Figure 1. The metal 2 layer.
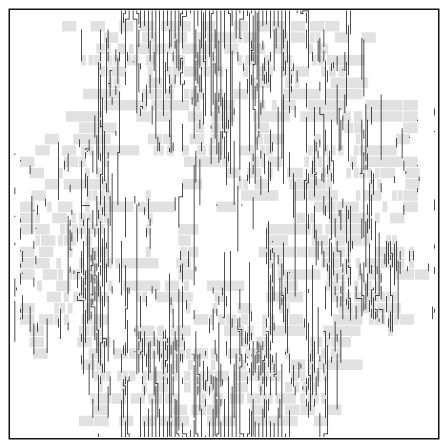
Figure 2. Sequential cells grouped by signal name.
Other sequential cells in the stronger gray, the rest of the logic in the fainter gray.
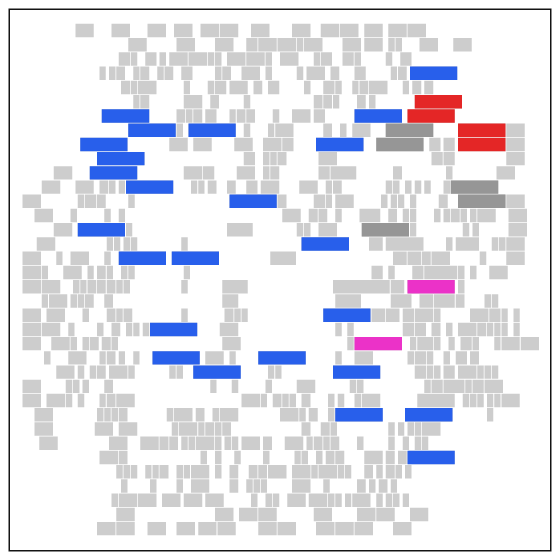
Figure 3. M3 wires.
Bar = 20 um.
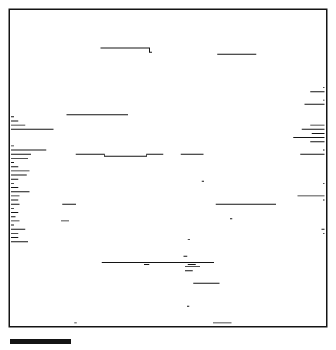
**config.mk**
```make
export PLATFORM = sky130hd
export DESIGN_NAME = spi_tx_sched_flat
export DESIGN_NICKNAME = d
export VERILOG_FILES = /design/src/rtl/spi_tx_sched_if.sv /design/src/rtl/spi_tx_sched.sv /design/src/flat_wrapper.sv
export SDC_FILE = /design/constraint.sdc
export NUM_CORES = 1
export LEC_CHECK = 0
export ABC_AREA = 1
export ABC_CLOCK_PERIOD_IN_PS = 3800
export CAP_MARGIN = 10
export CORE_MARGIN = 2
export CORE_UTILIZATION = 30
export CTS_BUF_LIST = sky130_fd_sc_hd__clkbuf_8 sky130_fd_sc_hd__clkbuf_16
export CTS_CLUSTER_SIZE = 40
export DETAILED_ROUTE_END_ITERATION = 10
export SLEW_MARGIN = 20
export SYNTH_ARGS = -nofsm -noshare
export SYNTH_HDL_FRONTEND = slang
export SYNTH_SLANG_ARGS = --single-unit
```
**constraint.sdc**
```tcl
create_clock -name clk -period 3.8 [get_ports clk]
set_clock_uncertainty 0.2 [all_clocks]
set_input_delay 0.38 -clock clk [delete_from_list [all_inputs] [get_ports clk]]
set_output_delay 0.38 -clock clk [all_outputs]
set_load 0.005 [all_outputs]
```
**src/rtl/spi_tx_sched_if.sv**
```systemverilog
// Bus between the SPI transmit scheduler, its upstream requesters and the shared transmitter.
// The scheduler uses the slave modport; the requesters and transmitter use master.
interface spi_tx_sched_if #(
    parameter int N_CH = 4,
    parameter int DW   = 24,
    parameter int GW   = 2
);
    logic [N_CH-1:0]    req_valid;
    logic [N_CH*DW-1:0] req_data;
    logic [N_CH-1:0]    req_ready;
    logic [N_CH-1:0]    done;
    logic [DW-1:0]      BUS_DATA;
    logic               tx_valid;
    logic               spi_ready;
    logic               busy;
    logic [GW-1:0]      grant;

    modport slave (
        input  req_valid, req_data, spi_ready,
        output req_ready, done, BUS_DATA, tx_valid, busy, grant
    );

    modport master (
        output req_valid, req_data, spi_ready,
        input  req_ready, done, BUS_DATA, tx_valid, busy, grant
    );
endinterface

```
**src/rtl/spi_tx_sched.sv**
```systemverilog
// Round-robin scheduler that shares one SPI transmitter among N_CH requesters.
// Build macro SPI_SCHED_PRIO_EN gives channel 0 strict priority over the round-robin group.
module spi_tx_sched #(
    parameter int N_CH = 4,
    parameter int DW   = 24,
    parameter int GW   = 2
) (
    input  logic           clk,
    input  logic           RSTn,
    spi_tx_sched_if.slave  bus
);
    typedef enum logic [1:0] {ST_IDLE, ST_SEND, ST_BUSY} state_t;

    state_t          state, state_nxt;
    logic [GW-1:0]   rr_ptr, rr_ptr_nxt, winner, grant_q;
    logic            found, seen_low;
    logic [DW-1:0]   data_q;
    logic [N_CH-1:0] done_q, req_ready;
    logic            tx_valid;

    // Search from rr_ptr upward, wrapping, for the first requesting channel.
    // NOTE: every combinational output gets a default first so no latch is inferred.
    always_comb begin
        found  = 1'b0;
        winner = '0;
        for (int k = 0; k < N_CH; k++) begin
`ifdef SPI_SCHED_PRIO_EN
            if (!found && ((int'(rr_ptr) + k) % N_CH) != 0 &&
                bus.req_valid[(int'(rr_ptr) + k) % N_CH]) begin
`else
            if (!found && bus.req_valid[(int'(rr_ptr) + k) % N_CH]) begin
`endif
                found  = 1'b1;
                winner = GW'((int'(rr_ptr) + k) % N_CH);
            end
        end
`ifdef SPI_SCHED_PRIO_EN
        if (bus.req_valid[0]) begin
            found  = 1'b1;
            winner = '0;
        end
        // Channel 0 wins leave the pointer alone; the group 1..N_CH-1 wraps back to 1.
        if (winner == '0)
            rr_ptr_nxt = rr_ptr;
        else if (int'(winner) == N_CH - 1)
            rr_ptr_nxt = GW'(1);
        else
            rr_ptr_nxt = winner + GW'(1);
`else
        if (int'(winner) == N_CH - 1)
            rr_ptr_nxt = '0;
        else
            rr_ptr_nxt = winner + GW'(1);
`endif
    end

    always_comb begin
        state_nxt = state;
        req_ready = '0;
        tx_valid  = 1'b0;
        case (state)
            ST_IDLE: begin
                if (found) begin
                    req_ready[winner] = 1'b1;
                    state_nxt         = ST_SEND;
                end
            end
            ST_SEND: begin
                tx_valid = 1'b1;
                if (bus.spi_ready)
                    state_nxt = ST_BUSY;
            end
            ST_BUSY: begin
                // The transmitter may still look idle for a cycle after the handshake.
                if (seen_low && bus.spi_ready)
                    state_nxt = ST_IDLE;
            end
            default: state_nxt = ST_IDLE;
        endcase
    end

    // NOTE: sequential state uses non-blocking assignments so every register samples pre-edge values.
    always_ff @(posedge clk or negedge RSTn) begin
        if (!RSTn) begin
            state    <= ST_IDLE;
            data_q   <= '0;
            grant_q  <= '0;
            rr_ptr   <= '0;
            seen_low <= 1'b0;
            done_q   <= '0;
        end else begin
            state  <= state_nxt;
            done_q <= '0;
            case (state)
                ST_IDLE: begin
                    if (found) begin
                        data_q  <= bus.req_data[int'(winner) * DW +: DW];
                        grant_q <= winner;
                        rr_ptr  <= rr_ptr_nxt;
                    end
                end
                ST_SEND: begin
                    if (bus.spi_ready)
                        seen_low <= 1'b0;
                end
                ST_BUSY: begin
                    if (!bus.spi_ready)
                        seen_low <= 1'b1;
                    else if (seen_low)
                        done_q[grant_q] <= 1'b1;
                end
                default: ;
            endcase
        end
    end

    assign bus.req_ready = req_ready;
    assign bus.tx_valid  = tx_valid;
    assign bus.BUS_DATA  = data_q;
    assign bus.grant     = grant_q;
    assign bus.done      = done_q;
    assign bus.busy      = (state != ST_IDLE);
endmodule

```
**src/flat_wrapper.sv**
```systemverilog
// flat-port wrapper written by rule: the top's interface ports become plain ports
module spi_tx_sched_flat 
#(
    parameter int N_CH = 4,
    parameter int DW   = 24,
    parameter int GW   = 2
)
  (clk, RSTn, bus_req_valid, bus_req_data, bus_spi_ready, bus_req_ready, bus_done, bus_BUS_DATA, bus_tx_valid, bus_busy, bus_grant);
  spi_tx_sched_if #(.N_CH(N_CH), .DW(DW), .GW(GW)) bus_i ();
  input  logic clk;
  input  logic RSTn;
  input wire logic [$bits(bus_i.req_valid)-1:0] bus_req_valid;
  input wire logic [$bits(bus_i.req_data)-1:0] bus_req_data;
  input wire logic [$bits(bus_i.spi_ready)-1:0] bus_spi_ready;
  output wire logic [$bits(bus_i.req_ready)-1:0] bus_req_ready;
  output wire logic [$bits(bus_i.done)-1:0] bus_done;
  output wire logic [$bits(bus_i.BUS_DATA)-1:0] bus_BUS_DATA;
  output wire logic [$bits(bus_i.tx_valid)-1:0] bus_tx_valid;
  output wire logic [$bits(bus_i.busy)-1:0] bus_busy;
  output wire logic [$bits(bus_i.grant)-1:0] bus_grant;
  assign bus_i.req_valid = bus_req_valid;
  assign bus_i.req_data = bus_req_data;
  assign bus_i.spi_ready = bus_spi_ready;
  assign bus_req_ready = bus_i.req_ready;
  assign bus_done = bus_i.done;
  assign bus_BUS_DATA = bus_i.BUS_DATA;
  assign bus_tx_valid = bus_i.tx_valid;
  assign bus_busy = bus_i.busy;
  assign bus_grant = bus_i.grant;
  spi_tx_sched #(.N_CH(N_CH), .DW(DW), .GW(GW)) u_core (.clk(clk), .RSTn(RSTn), .bus(bus_i));
endmodule
```
==> changes_impl.md <==
## Implementation

* CTS resizes at 0
* N_diodes at 0
* Post-route minimum period at 3.40 ns
* Met2 wire length at 4430 um
* Post-route insts no fill at 715
* Ys Warns at 0
* Bufs on Longest Clock Path at 2
* Post-synthesis sequential area ratio at 0.297
* Yosys cell types at 28
* Synth-to-layout area growth at 50.8%
* Routability cong. at 0.871
* WL per Instance at 12.1 um
* Die area at 0.0107 mm^2
* Power Combinational at 2.83 mW
* Top sig layer: met4
* Largest net degree at the start of global routing at 69
* Clock group at 0.338 mW
* H-tree levels at 2
* Residual DRC at 0
* Syn Area/Cell at 6.53 um^2
* Nets at 685
* Failing checks: hold timing
* Mapped Area at 0.00295 mm^2
* Worst-Margin Slew at 0.793 ns
* Setup TNS at 0 ns
* Total GRT Usage at 0.166
* Chip Area, Yosys at 0.00295 mm^2
* Final Hold Fails at 35
* Min Hold Slack at -0.0250 ns
* Post-synth regs at 35
* Status: finished with violations
* Crit start category: flop
* RSZ-0062 raised after global routing: false
* Power Density at 863 mW/mm^2
* Crit. End Element: output pin
* Most frequent logic cell in the layout: nand2_1
* Yosys aoi share at 0.0148
* # fillers at 1007
* Clk slew on worst S/H paths at 0.08 ns
* Fraction of layout cells with a size suffix above 1 at 0.0997
* Log Warnings at 26
Back to the opening pictures, Figure 1:
The wires run mostly vertical. The layer holds 51% of the routed length.
routed via count: 3176
final WL: 8640 um

Back to the opening pictures, Figure 2:
Blue marks `u_core.bus.BUS_DATA`, flops 24. Magenta marks `u_core.rr_ptr`, flops 2. Red marks `u_core.bus.done`, flops 4, where top right.
Another 5 sequential cells are not colored.
register area: 876 um^2
P_seq: 0.675 mW

Back to the opening pictures, Figure 3:
The layer carries 330 um of wire. The longest straight run is 36.3 um. The wires run mostly horizontal. 60 nets have wire on it. The layer holds 3.8% of the routed length.
global-route met3 utilization: 0.0242

critical path, stage by stage (launching register included):
cell	delay, ns
dfrtp_1	0.60
inv_2	0.17
nand2_1	0.09
nand2_1	0.08
nand2_2	0.11
nand2_4	0.07
nor2_8	0.11
nand3_2	0.09
nand3_4	0.16
inv_4	0.12
nor2_4	0.27
inv_2	0.06
nor2_1	0.10
clkdlybuf4s50_1	0.50
final timing paths:
path	slack, ns	to	depth (start not counted)	startpoint
setup / recovery	0.40	bus_req_ready[2]	13	u_core.rr_ptr[0]$_DFFE_PN0P_
hold / removal	-0.03	u_core.bus.BUS_DATA[23]$_DFFE_PN0P_	1	RSTn
setup reg to reg	1.09	u_core.bus.BUS_DATA[7]$_DFFE_PN0P_	14	u_core.rr_ptr[0]$_DFFE_PN0P_
hold reg to reg	0.28	u_core.bus.BUS_DATA[18]$_DFFE_PN0P_	2	u_core.bus.BUS_DATA[18]$_DFFE_PN0P_
max in group asynchronous	2.92	u_core.bus.BUS_DATA[9]$_DFFE_PN0P_	1	RSTn
min in group clk	0.28	u_core.bus.BUS_DATA[18]$_DFFE_PN0P_	2	u_core.bus.BUS_DATA[18]$_DFFE_PN0P_
synthesized netlist by cell type (all sizes together):
master / n / area share
a21oi: 1 / 0.0030
dfrtp: 35 / 0.30
nand3: 93 / 0.19
inv: 96 / 0.12
o21ai: 7 / 0.012
nor2: 12 / 0.030
nand2: 159 / 0.22
or2: 20 / 0.042
buf: 22 / 0.067
nor4: 4 / 0.0085
nand3b: 2 / 0.0064
ha: 1 / 0.0042
layout make-up:
class | instances | area share
Clock buffer | 5 | 0.0154
Clock inverter | 3 | 0.00983
Inverter | 96 | 0.0815
Multi-Input combinational cell | 299 | 0.340
Sequential cell | 35 | 0.197
Tap cell | 133 | 0.0374
Timing Repair Buffer | 144 | 0.319
Power figures rest on the tool's default switching activity, not on a simulated workload.
